$ cat src/rtl/uart_pkg.sv
// Shared UART definitions used by the transmitter and the receiver.
//   CYCLES_PER_SAMPLE_DEFAULT : clocks per bit period (both ends must agree)
//   DATA_BITS                 : payload bits per frame
//   RxState                   : receiver FSM states
//   START_BIT / STOP_BIT      : line levels of the framing bits
package uart_pkg;

    localparam int CYCLES_PER_SAMPLE_DEFAULT = 21812;
    localparam int DATA_BITS                 = 8;

    typedef enum logic [2:0] {
        IDLE      = 3'd0,
        START     = 3'd1,
        DATA      = 3'd2,
        STOP      = 3'd3,
        WAIT_IDLE = 3'd4
    } RxState;

    localparam logic START_BIT = 1'b0;
    localparam logic STOP_BIT  = 1'b1;

endpackage

$ cat src/rtl/uart_rx_sync.sv
// Two-flop synchronizer for a single asynchronous input. Both flops reset
// to 1 so that an idle-high line never shows a falling edge on reset release.
// Ports:
//   clk     : destination clock
//   reset_n : asynchronous active-low reset
//   din     : asynchronous input
//   dout    : input synchronized to clk
module uart_rx_sync (
    input  logic clk,
    input  logic reset_n,
    input  logic din,
    output logic dout
);

    logic meta_r;

    // Two-stage capture of the asynchronous input.
    always_ff @(posedge clk or negedge reset_n) begin
        if (!reset_n) begin
            meta_r <= 1'b1;
            dout   <= 1'b1;
        end else begin
            meta_r <= din;
            dout   <= meta_r;
        end
    end

endmodule

$ cat src/rtl/uart_receiver.sv
// 8N1 UART receiver. Samples each bit at mid-period, checks the stop bit and
// holds the received byte in a one-entry register under valid/ready.
// Ports:
//   clk           : system clock
//   i_reset_n     : asynchronous active-low reset
//   i_rx          : serial line (asynchronous, idles high)
//   i_ready       : consumer takes o_data when o_valid && i_ready
//   o_data        : received byte, index 7 = LSB (first bit on the wire)
//   o_valid       : o_data holds an unconsumed byte
//   o_frame_error : one-cycle pulse, stop bit sampled low
//   o_overrun     : one-cycle pulse, good byte dropped (holding register full)
//   o_busy        : high whenever the FSM is not in IDLE
module uart_receiver
    import uart_pkg::*;
#(
    parameter int CYCLES_PER_SAMPLE = CYCLES_PER_SAMPLE_DEFAULT
) (
    input  logic       clk,
    input  logic       i_reset_n,
    input  logic       i_rx,
    input  logic       i_ready,
    output logic [0:7] o_data,
    output logic       o_valid,
    output logic       o_frame_error,
    output logic       o_overrun,
    output logic       o_busy
);

    localparam int              IDX_W    = $clog2(DATA_BITS);
    localparam logic [23:0]     C_LAST   = 24'(CYCLES_PER_SAMPLE - 1);
    localparam logic [23:0]     H_LAST   = 24'((CYCLES_PER_SAMPLE / 2) - 1);
    localparam logic [IDX_W-1:0] IDX_LAST = IDX_W'(DATA_BITS - 1);

    RxState                 state_r;
    RxState                 state_next_s;
    logic [23:0]            cnt_r;
    logic [23:0]            cnt_next_s;
    logic [IDX_W-1:0]       idx_r;
    logic [IDX_W-1:0]       idx_next_s;
    logic [DATA_BITS-1:0]   shift_r;
    logic                   rx_s;
    logic                   rx_prev_r;
    logic                   sample_data_s;
    logic                   deliver_s;
    logic                   frame_err_s;

    uart_rx_sync u_sync (
        .clk     (clk),
        .reset_n (i_reset_n),
        .din     (i_rx),
        .dout    (rx_s)
    );

    // FSM state, bit counter and bit index registers.
    always_ff @(posedge clk or negedge i_reset_n) begin
        if (!i_reset_n) begin
            state_r <= IDLE;
            cnt_r   <= 24'd0;
            idx_r   <= '0;
        end else begin
            state_r <= state_next_s;
            cnt_r   <= cnt_next_s;
            idx_r   <= idx_next_s;
        end
    end

    // Next-state logic and per-cycle sample/deliver strobes.
    always_comb begin
        state_next_s  = state_r;
        cnt_next_s    = cnt_r;
        idx_next_s    = idx_r;
        sample_data_s = 1'b0;
        deliver_s     = 1'b0;
        frame_err_s   = 1'b0;
        case (state_r)
            IDLE: begin
                cnt_next_s = 24'd0;
                if (rx_prev_r == STOP_BIT && rx_s == START_BIT) begin
                    state_next_s = START;
                end else begin
                    state_next_s = IDLE;
                end
            end
            START: begin
                if (cnt_r == H_LAST) begin
                    cnt_next_s = 24'd0;
                    idx_next_s = '0;
                    // A line back high at mid-start is a glitch, not a frame.
                    if (rx_s == START_BIT) begin
                        state_next_s = DATA;
                    end else begin
                        state_next_s = IDLE;
                    end
                end else begin
                    cnt_next_s = cnt_r + 24'd1;
                end
            end
            DATA: begin
                if (cnt_r == C_LAST) begin
                    cnt_next_s    = 24'd0;
                    sample_data_s = 1'b1;
                    if (idx_r == IDX_LAST) begin
                        idx_next_s   = '0;
                        state_next_s = STOP;
                    end else begin
                        idx_next_s = idx_r + 1'b1;
                    end
                end else begin
                    cnt_next_s = cnt_r + 24'd1;
                end
            end
            STOP: begin
                if (cnt_r == C_LAST) begin
                    cnt_next_s = 24'd0;
                    if (rx_s == STOP_BIT) begin
                        deliver_s    = 1'b1;
                        state_next_s = IDLE;
                    end else begin
                        frame_err_s  = 1'b1;
                        state_next_s = WAIT_IDLE;
                    end
                end else begin
                    cnt_next_s = cnt_r + 24'd1;
                end
            end
            WAIT_IDLE: begin
                // Hold off until the line recovers so a break is not a stream of starts.
                cnt_next_s = 24'd0;
                if (rx_s == STOP_BIT) begin
                    state_next_s = IDLE;
                end else begin
                    state_next_s = WAIT_IDLE;
                end
            end
            default: begin
                state_next_s = IDLE;
                cnt_next_s   = 24'd0;
                idx_next_s   = '0;
            end
        endcase
    end

    // Shift register, edge-detect history, holding register and output flags.
    always_ff @(posedge clk or negedge i_reset_n) begin
        if (!i_reset_n) begin
            shift_r       <= '0;
            rx_prev_r     <= 1'b1;
            o_data        <= 8'h00;
            o_valid       <= 1'b0;
            o_frame_error <= 1'b0;
            o_overrun     <= 1'b0;
            o_busy        <= 1'b0;
        end else begin
            rx_prev_r     <= rx_s;
            o_busy        <= (state_next_s != IDLE);
            o_frame_error <= frame_err_s;
            o_overrun     <= deliver_s && o_valid && !i_ready;
            // LSB arrives first, so shift right and insert at the top.
            if (sample_data_s) begin
                shift_r <= {rx_s, shift_r[DATA_BITS-1:1]};
            end
            // A load in the same cycle as an accept keeps o_valid high with no bubble.
            if (deliver_s && (!o_valid || i_ready)) begin
                o_data  <= shift_r;
                o_valid <= 1'b1;
            end else if (o_valid && i_ready) begin
                o_valid <= 1'b0;
            end
        end
    end

endmodule

$ cat config.mk
export PLATFORM = sky130hd
export DESIGN_NAME = uart_receiver
export DESIGN_NICKNAME = d
export VERILOG_FILES = /design/src/rtl/uart_pkg.sv /design/src/rtl/uart_rx_sync.sv /design/src/rtl/uart_receiver.sv
export SDC_FILE = /design/constraint.sdc
export NUM_CORES = 1
export LEC_CHECK = 0
export CAP_MARGIN = 10
export CORE_ASPECT_RATIO = 0.8
export CORE_MARGIN = 5
export CORE_UTILIZATION = 30
export DETAILED_ROUTE_END_ITERATION = 8
export PLACE_DENSITY = 0.56
export REMOVE_ABC_BUFFERS = 1
export SYNTH_ARGS = -nofsm -noshare
export SYNTH_HDL_FRONTEND = slang
export SYNTH_SLANG_ARGS = --single-unit
$ cat constraint.sdc
create_clock -name clk -period 2.4 [get_ports clk]
set_clock_uncertainty 0.15 [all_clocks]
set_input_delay 0.6 -clock clk [delete_from_list [all_inputs] [get_ports clk]]
set_output_delay 0.6 -clock clk [all_outputs]
set_load 0.1 [all_outputs]
==> results.tsv, run 1 <==
stage	metric	value	unit
floorplan	coreArea	7910	um^2
synth	mux_area_share	7.434	%
place	dp_hpwl	3.340	mm
floorplan	io_pins	16	
setup_path	slowest_stage	or4b_4	
global_routing	grt_use_total	10.29	%
setup_path	worstSetupEndpointType	flip-flop	
setup_path	arrival	2390	ps
setup_path	max_stage_delay	550	ps
sta	hold_violations	0	
floorplan	dieArea	9987	um^2
clock_network	cts_max_level	2	
clock_network	cts_root_buf	clkbuf_8	
sta	setup_viol	0	
detailed_routing	via_per_inst	4.655	
power_and_ir_drop	p_per_area	620.2	nW/um^2
synth	netlist_area	2424	um^2
synth	top_cells_by_area	dfrtp_1, mux2_2, xnor2_1	
synth	ys_cells	221	
synth	aoi_share	3.459	%
clock_network	max-clock-path-buffers	2	
layout	antenna_cells	0	
layout	fin_cells	371	
synth	yosys.area.top_type	dfrtp_1	
synth	ff_type	dfrtp_1	
setup_path	crit_required	2450	ps
synth	synth-xor-area-share	7.950	%
detailed_routing	drc_errors	0	
synth	synth.distinct_cells	37	
flow_run	warning_count	27	
sta	rsz0062_at_grt	yes	
setup_path	r2r_cells	6	
global_routing	grt_pass1_vias	1698	
synth	ys.flops	53	
synth	top_logic_kind	simple AND/OR/NAND/NOR gates	
sta	tightestPinTransition	404.8	ps
worst_hold_path	hold_path_class	input port to asynchronous set/reset pin	
place	io_buffers	15	
global_routing	antenna_found_initial	0	
synth	synthCells	221	
synth	edf_count	0	
layout	num-fill-cells	793	
synth	simple_gate_share	22.46	%
detailed_routing	drt_iter0_drc	97	
layout	final_area	2984	um^2
setup_path	setup.worst_path.start_class	flip-flop	
global_routing	grt_overflow	0	
synth	top_cell	dfrtp_1	
synth	fa_ha_area_share	2.065	%
layout	synthToLayoutAreaGrowth	23.13	%
floorplan	initial_core_util	30.64	%
power_and_ir_drop	leakagePower	0.001372	uW
detailed_routing	route.vias.total	1727	
sta	finalCriticalPeriod	2340	ps
sta	slew_violations	0	
status	status	finished, final reports clean	
setup_path	crit_family	simple AND/OR/NAND/NOR gates	
setup_path	crit_chain	or4b_4, nor3_4, nand4_2, nor3b_4, buf_12, mux2_2	
layout	regArea	1330	um^2
detailed_routing	final_antenna_net_count	0	
synth	async_reset_ff_share	100.0	%
layout	final_nets	270	
power_and_ir_drop	ir_drop	0.0002371	V
clock_network	cts_buffers	5	
synth	ys_seq_share	54.88	%
floorplan	rows	29	
layout	drive_gt1_share	27.38	%
setup_path	critical_path_depth	6	
place	pre_cts_ws	-101.2	ps
floorplan	die_x	110.5	um
detailed_routing	dr.pass1.iters	4	
-- run 1: logic make-up (layout without fill, tap and decap cells) --
logic type      count (synthesis)  after routing
compound gates                 14             14
simple gates                  101            101
flops                          53             53
mux                            16             16
buf+inv                        11             53
xor+xnor                       22             22
fa+ha+maj                       4              4
-- run 1: stage by stage --
| step | total power (uW) | utilization (%) | hold WS (ps) | TNS (ps) |
|---|---|---|---|---|
| 2_1_floorplan | 1185 | - | 154.4 | -5041 |
| 3_3_place_gp | 1314 | 35.92 | 198.1 | -17.23 |
| 3_5_place_dp | 1322 | 35.92 | 204.6 | -123.2 |
| 4_1_cts | 1861 | 37.38 | 120.4 | 0 |
| 5_1_grt | 1957 | 37.73 | 121.0 | -221.3 |
| 6_report | 1851 | 37.73 | 93.23 | 0 |
-- run 1: registers in the layout (all words and copies together), names as in the netlist --
signal	cells
o_busy	1
idx_r	3
state_r	3
shift_r	8
o_frame_error	1
u_sync.dout	1
u_sync.meta_r	1
o_data	8
cnt_r	24
rx_prev_r	1
o_valid	1
o_overrun	1
-- run 1: path summary, 6_finish.rpt --
check | start | slack (ps) | end
setup / recovery | cnt_r[7] | 60 | o_data[0]
min in group clk | u_sync.meta_r | 220 | u_sync.dout
hold / removal | i_reset_n | 90 | o_busy
max in group asynchronous | i_reset_n | 1700 | rx_prev_r
hold reg to reg | u_sync.meta_r | 220 | u_sync.dout
setup reg to reg | cnt_r[7] | 60 | o_data[0]
-- run 1: layout make-up --
| type | instances | area share [%] |
|---|---|---|
| sequential | 53 | 44.57 |
| multi-input combinational | 157 | 35.81 |
| timing repair buffer | 39 | 11.15 |
| tap | 108 | 4.528 |
| clock buffer | 5 | 2.306 |
| clock inverter | 3 | 0.8805 |
| inverter | 6 | 0.7547 |
-- run 1: routing by layer --
layer	global-route usage [%]	wire [um]	vias to the layer above
met1	14.75	2452	846
met4	3.795	72	0
li1	-	-	848
met5	0	0	-
met3	2.344	197	6
met2	15.10	2129	27
-- run 1: placed cells by master, fill, tap and decap left out, drive strengths merged, types with 2 or more instances in the layout --
cell           instances
dfrtp                 50
nor2                  37
buf                   37
xnor2                 16
mux2                  16
nand2                 14
nor3                   9
nand4                  8
nand3                  7
o21ai                  7
inv                    7
xor2                   6
and4                   5
clkbuf                 5
ha                     4
nor4                   3
nand2b                 3
a21oi                  3
dfstp                  3
nand4b                 2
nor2b                  2
clkinvlp               2
clkdlybuf4s50          2
and3                   2
or4                    2
nor3b                  2
-- run 1: repair_timing --
action / CTS / global route
hold endpoints to repair: 0 / 0
gates resized: 3 / 2
pin swaps: 2 / 6
endpoints found under the setup margin: 9 / 9
setup buffers: 1 / 3
hold buffers: 0 / 0
-- run 1: where the power goes --
part | internal, uW | total (uW) | switching, uW
Combinational | 145 | 290 | 145
Sequential | 956 | 1030 | 69.9
Clock | 213 | 535 | 322
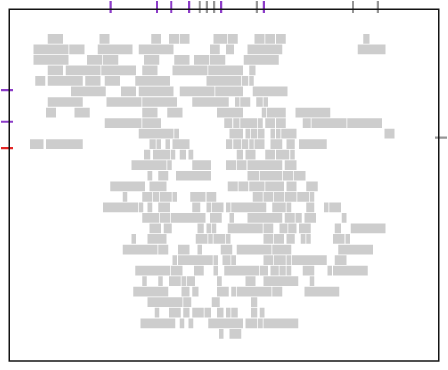
run_1/pinout.png
Pins as bars across the die edge, other pins in gray.
- purple: o_data (pins 8; direction output; edge 6 top, 2 left)
- red: i_rx (pins 1; direction input; edge left)

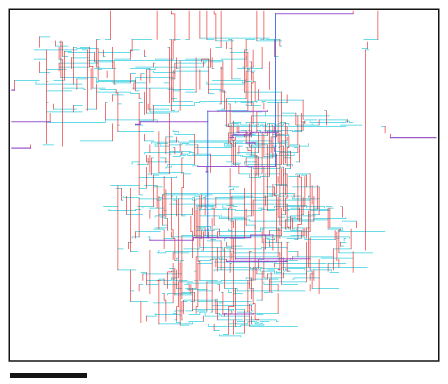
run_1/layers.png
Bar = 20 um.
- purple: M3 (wire length 197 um)
- red: M2 (wire length 2,130 um)
- blue: M4 (wire length 72.1 um)
- cyan: M1 (wire length 2,450 um)

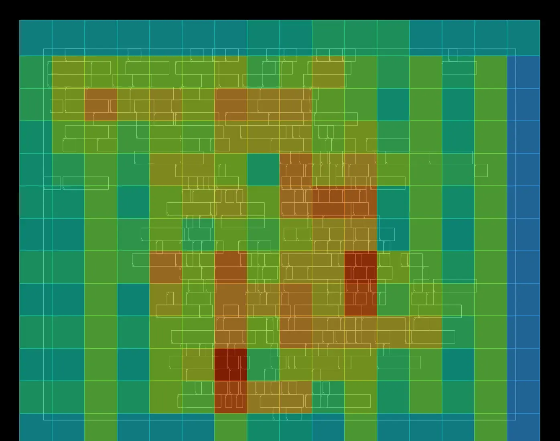
run_1/congestion_map.png
met2 Resource Use GR: 15.10%
DR WL/cell: 13.08 um

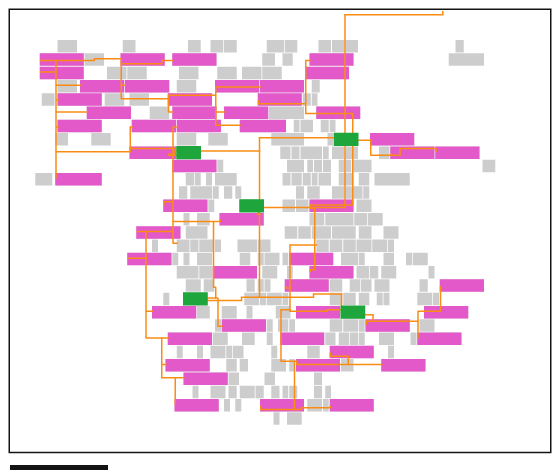
run_1/clock_wires.png
Bar = 20 um.
- green: clock-net drivers (count 5)
- magenta: flip-flops (count 53)
- orange: clock wires (length 700 um)
- routed clock nets: 6

==> run 1 -> run 2 <==
--- a/config.mk
+++ b/config.mk
@@ -5,7 +5,6 @@
 export SDC_FILE = /design/constraint.sdc
 export NUM_CORES = 1
 export LEC_CHECK = 0
-export CAP_MARGIN = 10
 export CORE_ASPECT_RATIO = 0.8
 export CORE_MARGIN = 5
 export CORE_UTILIZATION = 30
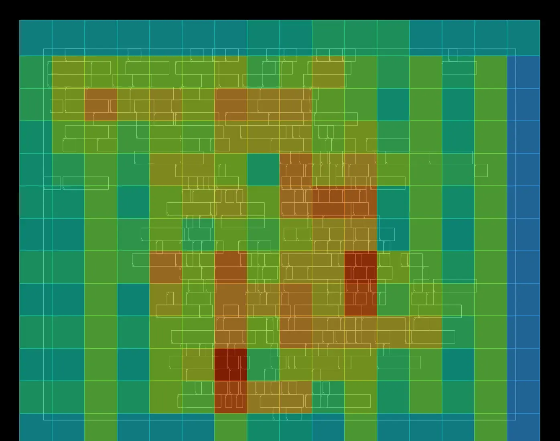
run_2/congestion_map.png
GR peak layer: met2
met3 Usage GRT: 2.344%
GR Util met1: 14.75%

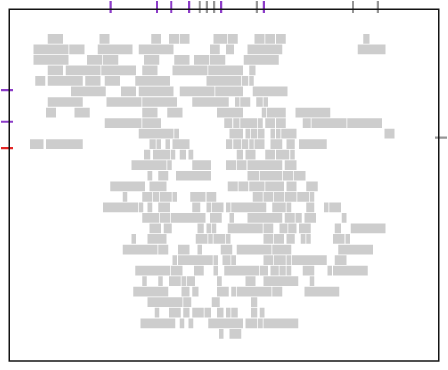
run_2/pinout.png
Pins as bars across the die edge, other pins in gray.
Die H: 90.39 um
PortBufs: 15
die width: 110.5 um

==> run 2 against run 1 <==
Compared with the run above: sequential share of layout area unchanged; wire length unchanged; total power unchanged; final cell count unchanged; first-iteration DRC count unchanged; count of clock-buffer cells in the layout unchanged; via count unchanged; critical path type unchanged.
==> results.tsv, run 2 <==
stage	metric	value	unit	change
layout	layout.cells.most_common_list	dfrtp_1, nor2_1, buf_4		unchanged
sta	hold_violations	0		unchanged
place	place_congestion	0.7970		unchanged
synth	top_area_share	51.63	%	unchanged
floorplan	dieArea	9987	um^2	unchanged
layout	largest_reg_flops	24		unchanged
power_and_ir_drop	p_int	1314	uW	unchanged
flow_run	warning_count	27		unchanged
synth	avgSynthCellArea	10.97	um^2	unchanged
setup_path	crit_chain	or4b_4, nor3_4, nand4_2, nor3b_4, buf_12, mux2_2		unchanged
synth	top_cell	dfrtp_1		unchanged
detailed_routing	dr.pass1.iters	4		unchanged
synth	edf_count	0		unchanged
floorplan	coreArea	7910	um^2	unchanged
clock_network	postCtsHoldBufs	0		unchanged
clock_network	cts_buffers	5		unchanged
synth	yosys.area.top_type	dfrtp_1		unchanged
power_and_ir_drop	p_clk_share	28.9	%	about the same
synth	synth-xor-area-share	7.950	%	unchanged
synth	synthCells	221		unchanged
layout	largestRegisters	cnt_r x24, o_data x8, shift_r x8		unchanged
sta	finalCriticalPeriod	2340	ps	unchanged
global_routing	grt_overflow	0		unchanged
setup_path	slowest_stage	or4b_4		unchanged
layout	final_nets	270		unchanged
synth	netlist_area	2424	um^2	unchanged
floorplan	io_pins	16		unchanged
power_and_ir_drop	power	1851	uW	unchanged
detailed_routing	drt_iter0_drc	97		unchanged
global_routing	antenna_found_initial	0		unchanged
synth	ys_area	2424	um^2	unchanged
layout	synthToLayoutAreaGrowth	23.13	%	unchanged
setup_path	setup.worst_path.start_class	flip-flop		unchanged
synth	ys_cells	221		unchanged
floorplan	rows	29		unchanged
clock_network	cts_tree	yes		unchanged
synth	top_logic_kind	simple AND/OR/NAND/NOR gates		unchanged
flow_run	max_cap_viol_count	0		unchanged
global_routing	grt_max_degree	54		unchanged
detailed_routing	wl	4.851	mm	unchanged
sta	maxSlewHeadroom	72.94	%	unchanged
global_routing	grt_use_total	10.29	%	unchanged
synth	ys.flops	53		unchanged
place	pre_cts_ws	-101.2	ps	unchanged
place	dp_hpwl	3.340	mm	unchanged
power_and_ir_drop	switching_share	29.01	%	unchanged
synth	ys_warn_count	0		unchanged
worst_hold_path	hold_path_class	input port to asynchronous set/reset pin		unchanged
detailed_routing	drc_errors	0		unchanged
synth	aoi_share	3.459	%	unchanged
setup_path	crit_fanout	8		unchanged
clock_network	max-clock-path-buffers	2		unchanged
synth	async_reset_ff_share	100.0	%	unchanged
detailed_routing	via_per_inst	4.655		unchanged
clock_network	cts_root_buf	clkbuf_8		unchanged
synth	top_cells_by_area	dfrtp_1, mux2_2, xnor2_1		unchanged
sta	finalWorstSetupSlack	60.36	ps	unchanged
power_and_ir_drop	pwr-share-comb	15.7	%	about the same
clock_network	cts_max_level	2		unchanged
clock_network	cts.sinks	53		unchanged
clock_network	clk_latency	320	ps	about the same
power_and_ir_drop	p_per_area	620.2	nW/um^2	unchanged
setup_path	max_stage_delay	550	ps	about the same
global_routing	grt_pass1_vias	1698		unchanged
clock_network	path_clk_slew	100	ps	about the same
synth	synth.distinct_cells	37		unchanged
layout	layout_top_cell	dfrtp_1		unchanged
layout	top_register	cnt_r		unchanged
sta	setup_viol	0		unchanged
place	placed_cells	359		unchanged
sta	fmax	427.4	MHz	unchanged
setup_path	crit_type	flip-flop to flip-flop		unchanged
detailed_routing	route.vias.total	1727		unchanged
floorplan	initial_core_util	30.64	%	unchanged
layout	fin_cells	371		unchanged
synth	top_cells_by_count	dfrtp_1, nor2_1, mux2_2, xnor2_1, nand2_1		unchanged
setup_path	crit_required	2450	ps	about the same
sta	hold_ws	93.23	ps	unchanged
setup_path	worstSetupEndpointType	flip-flop		unchanged
layout	antenna_cells	0		unchanged
synth	fa_ha_area_share	2.065	%	unchanged
detailed_routing	final_antenna_net_count	0		unchanged
global_routing	grt_pass1_wl	8.438	mm	unchanged
power_and_ir_drop	power.switching	536.8	uW	unchanged
power_and_ir_drop	seqPwrFrac	55.4	%	about the same
status	status	finished, final reports clean		unchanged
setup_path	arrival	2390	ps	about the same
synth	mux_area_share	7.434	%	unchanged
sta	rsz0062_at_grt	yes		unchanged
layout	drive_gt1_share	27.38	%	unchanged
detailed_routing	wl_per_cell	13.08	um	unchanged
sta	min_period_over_period	97.49	%	unchanged
synth	ff_type	dfrtp_1		unchanged
synth	ys_seq_share	54.88	%	unchanged
sta	slew_violations	0		unchanged
synth	simple_gate_share	22.46	%	unchanged
sta	tightestPinTransition	404.8	ps	unchanged
power_and_ir_drop	ir_drop	0.0002371	V	unchanged
power_and_ir_drop	leakagePower	0.001372	uW	unchanged
-- run 2: cell counts after synthesis --
No cell type changed its count.
-- run 2: area by class of cell --
type | instances | area [um^2]
fill | 793 | 4926
sequential | 53 | 1330
multi-input combinational | 157 | 1069
timing repair buffer | 39 | 332.8
tap | 108 | 135.1
clock buffer | 5 | 68.82
clock inverter | 3 | 26.28
inverter | 6 | 22.52
-- run 2: final timing paths --
path | from | endpoint | slack, ps | cells past startpoint
max | cnt_r[7] | o_data[0] | 60 | 6
min | i_reset_n | o_busy | 90 | 2
max reg2reg | cnt_r[7] | o_data[0] | 60 | 6
min reg2reg | u_sync.meta_r | u_sync.dout | 220 | 0
max in group asynchronous | i_reset_n | rx_prev_r | 1700 | 2
min in group clk | u_sync.meta_r | u_sync.dout | 220 | 0
-- run 2: critical path: cells and delay by family (launching register included) --
family | cells | cell delay [ps]
buf+inv | 1 | 150
simple gates | 4 | 1210
flops | 1 | 390
mux | 1 | 330
-- run 2: cell families after synthesis --
kind of cell	Yosys count
multiplexers	16
AND/OR/NAND/NOR	101
buffers and inverters	11
XOR/XNOR	22
AND-OR/OR-AND	14
adder cells (fa/ha/maj)	4
flip-flops	53
-- run 2: metal layers --
layer | wire length (um) | GRT usage (%) | up-vias | share of wire [%]
met4 | 72 | 3.795 | 0 | 1.5
met3 | 197 | 2.344 | 6 | 4.1
li1 | - | - | 848 | -
met2 | 2129 | 15.10 | 27 | 44
met1 | 2452 | 14.75 | 846 | 51
met5 | 0 | 0 | - | 0
-- run 2: per-stage QoR --
stage	instance area [um^2]	util, %	TNS [ps]
global placement	2841	35.92	-17.23
global route	2984	37.73	-221.3
floorplan	2404	-	-5041
CTS	2957	37.38	0
finish	2984	37.73	0
detailed placement	2841	35.92	-123.2
-- run 2: repair_timing --
item | in CTS | in global routing
resized | 3 | 2
setup endpoints to repair | 9 | 9
setup buffers | 1 | 3
pin swaps | 2 | 6
cloned | 0 | 0
-- run 2: power groups by stage --
stage / sequential [uW] / clock [uW] / combinational [uW]
floorplan: 1030 / 0 / 152
global placement: 1040 / 0 / 273
detailed placement: 1040 / 0 / 279
CTS: 1020 / 555 / 281
global route: 1040 / 593 / 327
finish: 1030 / 535 / 290
Power is estimated from default activity; no workload was simulated.
